$ cat config.mk
export PLATFORM = sky130hd
export DESIGN_NAME = esdi_nrz_deserializer_flat
export DESIGN_NICKNAME = d
export VERILOG_FILES = /design/src/rtl/esdi_nrz_deserializer_if.sv /design/src/rtl/esdi_nrz_deserializer.sv /design/src/flat_wrapper.sv
export SDC_FILE = /design/constraint.sdc
export NUM_CORES = 1
export LEC_CHECK = 0
export CELL_PAD_IN_SITES_DETAIL_PLACEMENT = 2
export CELL_PAD_IN_SITES_GLOBAL_PLACEMENT = 2
export CORE_MARGIN = 5
export CORE_UTILIZATION = 37
export DETAILED_ROUTE_END_ITERATION = 10
export GPL_ROUTABILITY_DRIVEN = 0
export PLACE_DENSITY = 0.83
export SKIP_LAST_GASP = 1
export SYNTH_ARGS = -nofsm -noshare
export SYNTH_HDL_FRONTEND = slang
export SYNTH_SLANG_ARGS = --single-unit
$ cat constraint.sdc
create_clock -name aclk -period 5.7 [get_ports aclk]
set_clock_uncertainty 0.2 [all_clocks]
set_input_delay 1.14 -clock aclk [delete_from_list [all_inputs] [get_ports aclk]]
set_output_delay 1.14 -clock aclk [all_outputs]
set_load 0.01 [all_outputs]
$ cat src/rtl/esdi_nrz_deserializer_if.sv
// AXI-Stream byte channel out of the ESDI NRZ deserializer.
//   tvalid/tdata/tlast/tuser : driven by the master (the deserializer)
//   tready                   : driven by the slave (capture FIFO / DMA)
//   tuser                    : frame-error flag, meaningful on the tlast beat only
interface esdi_nrz_deserializer_if;
  logic       tvalid;
  logic       tready;
  logic [7:0] tdata;
  logic       tlast;
  logic       tuser;

  modport master (output tvalid, output tdata, output tlast, output tuser, input tready);
  modport slave  (input tvalid, input tdata, input tlast, input tuser, output tready);
endinterface

$ cat src/rtl/esdi_nrz_deserializer.sv
// ESDI NRZ read-data deserializer.
// Samples the drive's asynchronous NRZ read clock/data in the aclk domain while the read
// gate is active, hunts for the sync byte, then packs following bits MSB-first into bytes
// and streams them out, one frame per read-gate window with tlast on the final byte.
//
// Ports:
//   aclk, areset      : system clock, synchronous active-high reset
//   esdi_read_gate    : read gate (aclk domain, delayed to stay aligned with synced data)
//   esdi_read_clock   : asynchronous NRZ read clock, data valid at its rising edge
//   esdi_read_data    : asynchronous NRZ read data
//   m                 : AXI-Stream master (tuser = frame error on the tlast beat)
//   sync_error        : one-cycle pulse when the sync byte is not found
//   overflow          : sticky, set when a byte is dropped; cleared by clear_status
//   clear_status      : clears overflow (wins over a same-cycle set)
//   frame_bytes       : bytes accepted in the current/most recent frame, saturating
module esdi_nrz_deserializer #(
  parameter logic [7:0]  SYNC_BYTE    = 8'hFE,
  parameter logic [15:0] SYNC_TIMEOUT = 16'd1024,
  parameter int unsigned SYNC_STAGES  = 3          // must be >= 2
) (
  input  logic                          aclk,
  input  logic                          areset,
  input  logic                          esdi_read_gate,
  input  logic                          esdi_read_clock,
  input  logic                          esdi_read_data,
  esdi_nrz_deserializer_if.master       m,
  output logic                          sync_error,
  output logic                          overflow,
  input  logic                          clear_status,
  output logic [15:0]                   frame_bytes
);

  typedef enum logic [2:0] {StIdle, StHunt, StNosync, StData, StFlush} state_e;

  state_e state_q, state_d;

  logic [SYNC_STAGES-1:0] clk_sync_q, data_sync_q, gate_sync_q;
  logic                   clk_prev_q;
  logic                   clk_s, data_s, gate_s, rd_edge;

  logic [7:0]  shift_q, shift_d, new_shift;
  logic [15:0] hunt_q, hunt_d, hunt_next;
  logic [2:0]  bitcnt_q, bitcnt_d;
  logic [7:0]  hold_q, hold_d;
  logic        hold_full_q, hold_full_d;
  logic        ferr_q, ferr_d;
  logic [15:0] frame_bytes_q, frame_bytes_d;
  logic        overflow_q, overflow_d, ovf_set;
  logic        sync_err_q, sync_err_d;
  logic        tvalid_q, tvalid_d, tlast_q, tlast_d, tuser_q, tuser_d;
  logic [7:0]  tdata_q, tdata_d;
  logic        push, push_last, push_user, slot_free;

  // All three inputs get the same depth so the gate edge stays aligned with the data.
  assign clk_s   = clk_sync_q[SYNC_STAGES-1];
  assign data_s  = data_sync_q[SYNC_STAGES-1];
  assign gate_s  = gate_sync_q[SYNC_STAGES-1];
  assign rd_edge = clk_s & ~clk_prev_q;

  assign new_shift = {shift_q[6:0], data_s};
  assign hunt_next = hunt_q + 16'd1;
  assign slot_free = ~tvalid_q | m.tready;

  always_comb begin
    state_d       = state_q;
    shift_d       = shift_q;
    hunt_d        = hunt_q;
    bitcnt_d      = bitcnt_q;
    hold_d        = hold_q;
    hold_full_d   = hold_full_q;
    ferr_d        = ferr_q;
    frame_bytes_d = frame_bytes_q;
    sync_err_d    = 1'b0;
    ovf_set       = 1'b0;
    push          = 1'b0;
    push_last     = 1'b0;
    push_user     = 1'b0;

    unique case (state_q)
      StIdle: begin
        if (gate_s) begin
          shift_d = 8'd0;
          hunt_d  = 16'd0;
          state_d = StHunt;
        end
      end
      StHunt: begin
        // A gate drop ends the hunt unconditionally.
        if (!gate_s) begin
          sync_err_d = 1'b1;
          state_d    = StIdle;
        end else if (rd_edge) begin
          shift_d = new_shift;
          hunt_d  = hunt_next;
          if (new_shift == SYNC_BYTE) begin
            state_d       = StData;
            bitcnt_d      = 3'd0;
            frame_bytes_d = 16'd0;
            ferr_d        = 1'b0;
          end else if (hunt_next >= SYNC_TIMEOUT) begin
            sync_err_d = 1'b1;
            state_d    = StNosync;
          end
        end
      end
      StNosync: begin
        if (!gate_s) state_d = StIdle;
      end
      StData: begin
        if (rd_edge) begin
          shift_d  = new_shift;
          bitcnt_d = bitcnt_q + 3'd1;
          if (bitcnt_q == 3'd7) begin
            // The held byte is only known not to be last once its successor completes.
            if (hold_full_q) begin
              if (slot_free) begin
                push = 1'b1;
              end else begin
                ovf_set = 1'b1;
                ferr_d  = 1'b1;
              end
            end
            hold_d        = new_shift;
            hold_full_d   = 1'b1;
            frame_bytes_d = (frame_bytes_q != 16'hFFFF) ? frame_bytes_q + 16'd1 : frame_bytes_q;
          end
        end
        // Edge in the same cycle is already folded into bitcnt_d/hold_full_d.
        if (!gate_s) begin
          if (bitcnt_d != 3'd0) ferr_d = 1'b1;
          state_d = hold_full_d ? StFlush : StIdle;
        end
      end
      StFlush: begin
        if (slot_free) begin
          push        = 1'b1;
          push_last   = 1'b1;
          push_user   = ferr_q;
          hold_full_d = 1'b0;
          state_d     = StIdle;
        end
      end
      default: state_d = StIdle;
    endcase

    tvalid_d = tvalid_q;
    tdata_d  = tdata_q;
    tlast_d  = tlast_q;
    tuser_d  = tuser_q;
    if (push) begin
      tvalid_d = 1'b1;
      tdata_d  = hold_q;
      tlast_d  = push_last;
      tuser_d  = push_user;
    end else if (m.tready) begin
      tvalid_d = 1'b0;
    end

    overflow_d = clear_status ? 1'b0 : (overflow_q | ovf_set);
  end

  always_ff @(posedge aclk) begin
    if (areset) begin
      clk_sync_q    <= '0;
      data_sync_q   <= '0;
      gate_sync_q   <= '0;
      clk_prev_q    <= 1'b0;
      state_q       <= StIdle;
      shift_q       <= 8'd0;
      hunt_q        <= 16'd0;
      bitcnt_q      <= 3'd0;
      hold_q        <= 8'd0;
      hold_full_q   <= 1'b0;
      ferr_q        <= 1'b0;
      frame_bytes_q <= 16'd0;
      overflow_q    <= 1'b0;
      sync_err_q    <= 1'b0;
      tvalid_q      <= 1'b0;
      tdata_q       <= 8'd0;
      tlast_q       <= 1'b0;
      tuser_q       <= 1'b0;
    end else begin
      clk_sync_q    <= {clk_sync_q[SYNC_STAGES-2:0], esdi_read_clock};
      data_sync_q   <= {data_sync_q[SYNC_STAGES-2:0], esdi_read_data};
      gate_sync_q   <= {gate_sync_q[SYNC_STAGES-2:0], esdi_read_gate};
      clk_prev_q    <= clk_s;
      state_q       <= state_d;
      shift_q       <= shift_d;
      hunt_q        <= hunt_d;
      bitcnt_q      <= bitcnt_d;
      hold_q        <= hold_d;
      hold_full_q   <= hold_full_d;
      ferr_q        <= ferr_d;
      frame_bytes_q <= frame_bytes_d;
      overflow_q    <= overflow_d;
      sync_err_q    <= sync_err_d;
      tvalid_q      <= tvalid_d;
      tdata_q       <= tdata_d;
      tlast_q       <= tlast_d;
      tuser_q       <= tuser_d;
    end
  end

  assign m.tvalid    = tvalid_q;
  assign m.tdata     = tdata_q;
  assign m.tlast     = tlast_q;
  assign m.tuser     = tuser_q;
  assign sync_error  = sync_err_q;
  assign overflow    = overflow_q;
  assign frame_bytes = frame_bytes_q;

endmodule
$ cat src/flat_wrapper.sv
// flat-port wrapper written by rule: the top's interface ports become plain ports
module esdi_nrz_deserializer_flat 
#(
  parameter logic [7:0]  SYNC_BYTE    = 8'hFE,
  parameter logic [15:0] SYNC_TIMEOUT = 16'd1024,
  parameter int unsigned SYNC_STAGES  = 3                         
)
  (aclk, areset, esdi_read_gate, esdi_read_clock, esdi_read_data, sync_error, overflow, clear_status, frame_bytes, m_tvalid, m_tdata, m_tlast, m_tuser, m_tready);
  esdi_nrz_deserializer_if m_i ();
  input  logic aclk;
  input  logic areset;
  input  logic esdi_read_gate;
  input  logic esdi_read_clock;
  input  logic esdi_read_data;
  output logic sync_error;
  output logic overflow;
  input  logic clear_status;
  output logic [15:0] frame_bytes;
  output wire logic [$bits(m_i.tvalid)-1:0] m_tvalid;
  output wire logic [$bits(m_i.tdata)-1:0] m_tdata;
  output wire logic [$bits(m_i.tlast)-1:0] m_tlast;
  output wire logic [$bits(m_i.tuser)-1:0] m_tuser;
  input wire logic [$bits(m_i.tready)-1:0] m_tready;
  assign m_tvalid = m_i.tvalid;
  assign m_tdata = m_i.tdata;
  assign m_tlast = m_i.tlast;
  assign m_tuser = m_i.tuser;
  assign m_i.tready = m_tready;
  esdi_nrz_deserializer #(.SYNC_BYTE(SYNC_BYTE), .SYNC_TIMEOUT(SYNC_TIMEOUT), .SYNC_STAGES(SYNC_STAGES)) u_core (.aclk(aclk), .areset(areset), .esdi_read_gate(esdi_read_gate), .esdi_read_clock(esdi_read_clock), .esdi_read_data(esdi_read_data), .m(m_i), .sync_error(sync_error), .overflow(overflow), .clear_status(clear_status), .frame_bytes(frame_bytes));
endmodule
util_map.png
The die is cut into 11 by 11 equal tiles; black is low, pale yellow is high, 0 to 100% covered.
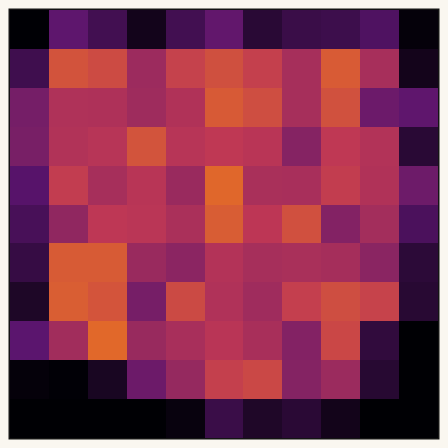
fullest tile: 64%
mean over tiles: 35%
densest ninth of the die: middle
nearly empty tiles: 9.9%

placed.png
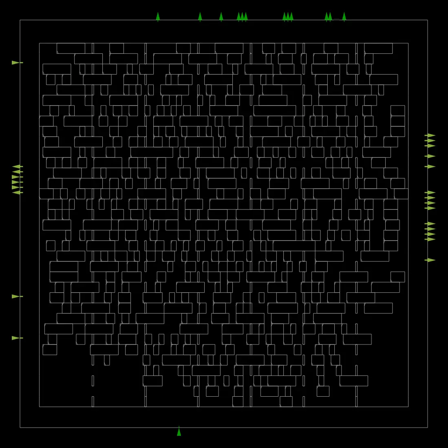
final cell utilization of the core: 0.4482
sequential cell area share: 0.3789
Rows: 35
number of non-filler instances in the completed layout: 541

gates.png
Scale bar: 20 um.
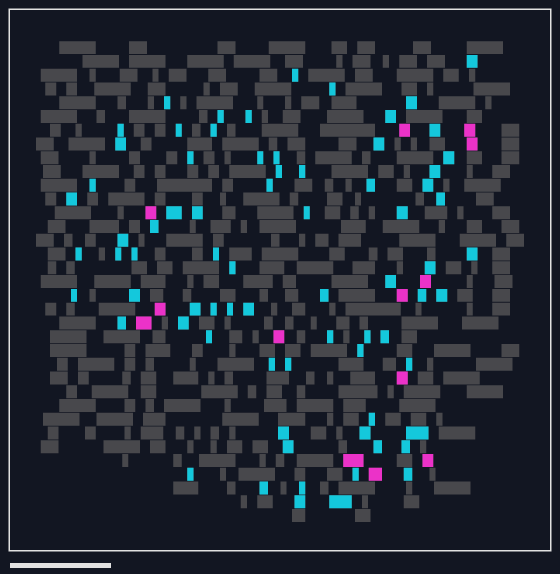
legend:
  cyan:
    family: nand cells
    cells: 74
    most_used: nand2_1
  magenta:
    family: and/or cells
    cells: 13
    most_used: and3_1

port_trees.png
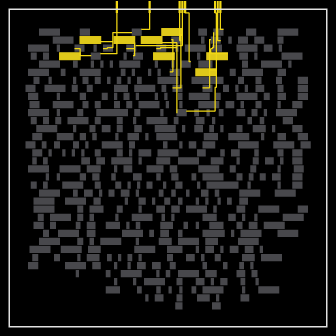
legend:
  yellow:
    port: m_tdata
    direction: output
    end_cells: 8
    buffers: 8
    wire: 288 um

==> Table 3: Implementation characteristics <==
Physical design parameters

Parameter                              Value

Critical path
  WP depth .................. 6
  Data required time at the worst endpoint .................. 5720 ps
  Worst endpoint data arrival time .................. 3640 ps
  Start point of the critical path .................. u_core.state_q[0]
  Worst-case reg-to-reg path depth .................. 6
  Maximum single-stage delay on the critical path .................. 910 ps
  Reg2Reg Launch Point .................. u_core.state_q[0]
  Highest fanout seen on the critical path .................. 12
  R2R Path End .................. u_core.frame_bytes[5]
  Worst setup path endpoint .................. u_core.frame_bytes[5]
  Nature of the critical path endpoint .................. flip-flop

GRT
  Number of global-route vias before repair .................. 3,345
  All-Layer GR Usage .................. 0.1858
  M2 GR Usage .................. 0.3278
  Antenna violations before repair .................. 0
  Sum of overflow across all layers after global routing .................. 0
  Met1 Usage GRT .................. 0.2269
  Most used routing layer .................. met2
  Wire length of the first global-routing pass .................. 16.99 mm

Yosys
  Dominant cell type by area after synthesis .................. sky130_fd_sc_hd__dfxtp_1
  Library cell with the highest instance count after synthesis .................. sky130_fd_sc_hd__dfxtp_1
  Xor/xnor share of the synthesized area .................. 0.06580
  Sequential area share after synthesis .................. 0.4512
  Gate count after technology mapping .................. 398
  Top cells by instance count after synthesis .................. 78 x sky130_fd_sc_hd__dfxtp_1, 67 x sky130_fd_sc_hd__nor2_1, 35 x sky130_fd_sc_hd__nand2_1, 23 x sky130_fd_sc_hd__a21oi_1, 22 x sky130_fd_sc_hd__nor2b_1
  Number of nets at floorplan .................. 409
  Netlist Area Pre-Place .................. 0.003461 mm^2
  Area of the synthesized netlist per yosys stat .................. 0.003461 mm^2
  Top post-synthesis cells by area .................. sky130_fd_sc_hd__dfxtp_1 45%, sky130_fd_sc_hd__nor2_1 7.3%, sky130_fd_sc_hd__xor2_1 4.0%
  Post-synthesis average cell area .................. 8.696 um^2
  Area share, top type .................. 0.4512
  Dominant register cell .................. sky130_fd_sc_hd__dfxtp_1
  Async set-or-reset flop fraction in the synthesized netlist .................. 0

Pwr
  Power Combinational .................. 50.1 uW
  Net switching power .................. 249.9 uW
  Power in the clock group .................. 514 uW
  Worst IR Drop VDD .................. 0.0001367 V
  Sw Share .................. 0.2230
  Comb power frac .................. 0.045
  Internal portion of total power .................. 871.0 uW

Worst hold path
  Class of the tightest hold or removal check .................. flip-flop to flip-flop
  WHS Path Cells .................. 1
  Worst min-delay path startpoint .................. u_core.data_sync_q[1]

Floorplanning
  Ports .................. 36
  Die Y-Extent .................. 106.7 um
  Starting utilization of the core area .................. 0.3763

Finish
  Number of nets in the layout .................. 436
  Most frequent cells in the layout .................. 78 x sky130_fd_sc_hd__dfxtp_1, 67 x sky130_fd_sc_hd__nor2_1, 35 x sky130_fd_sc_hd__nand2_1, 34 x sky130_fd_sc_hd__clkdlybuf4s50_1, 23 x sky130_fd_sc_hd__a21oi_1
  Share of final-layout standard cells stronger than drive strength 1 .................. 0.07907
  Ant. Diodes .................. 0
  Most common cell after layout, fill and taps aside .................. sky130_fd_sc_hd__dfxtp_1
  Design area .................. 0.004121 mm^2

Detailed routing
  Average wire per cell in the routed design .................. 18.48 um
  Vias per std cell .................. 5.558
  Starting DRC count in detailed routing .................. 86
  Drt pass-1 iters .................. 4
  Met3 layer wire length in the routed design .................. 225 um
  Via count .................. 3,007
  Routed WL .................. 9.999 mm

Clock network
  Post-cts gate resize count .................. 0
  CTS tree .................. done
  Clock network latency to the later pin of the worst-skew pair .................. 360 ps
  Clock slew at reported path FFs .................. 80 ps
  Clock tree buffer depth .................. 2
  Quantity of hold-fixing buffers added after cts .................. 0
  Num Clock Sinks .................. 78

STA
  Setup TNS after final layout .................. 0 ps
  Highest attainable clock frequency .................. 276.5 MHz
  Number of setup violations in the final report .................. 0
  Tightest hold margin .................. 246.9 ps
  PnR worst setup slack .................. 2083 ps
  Max Transition Viols Final .................. 0
  Unrepaired setup endpoints after global routing .................. false
  Tmin final .................. 3617 ps

Placed design
  Half-perimeter wire length after detailed placement .................. 6.727 mm
  Minimum setup slack after placement .................. 2223 ps
  Tally of buffers added on design ports .................. 35

Status
  Outcome .................. finished, final reports clean

Flow run
  Maximum capacitance violations .................. 0
  Number of logged tool warnings .................. 26
final cells by class:
type | instances | area (um^2)
clock buffer | 11 | 141.4
clock inverter | 5 | 106.4
fill | 1000 | 5075
inverter | 3 | 11.26
multi-input combinational | 296 | 1802
sequential | 78 | 1562
tap | 111 | 138.9
timing repair buffer | 37 | 360.3
flip-flops by register name, summed over array words and instances, names as in the netlist:
register,count
u_core.m.tvalid,1
u_core.clk_prev_q,1
u_core.frame_bytes,16
u_core.m.tlast,1
u_core.sync_error,1
u_core.bitcnt_q,3
u_core.data_sync_q,3
u_core.ferr_q,1
u_core.m.tdata,8
u_core.state_q,3
u_core.hunt_q,16
u_core.hold_full_q,1
u_core.m.tuser,1
u_core.gate_sync_q,3
u_core.hold_q,8
u_core.overflow,1
u_core.clk_sync_q,3
u_core.shift_q,7
Power figures rest on the tool's default switching activity, not on a simulated workload.
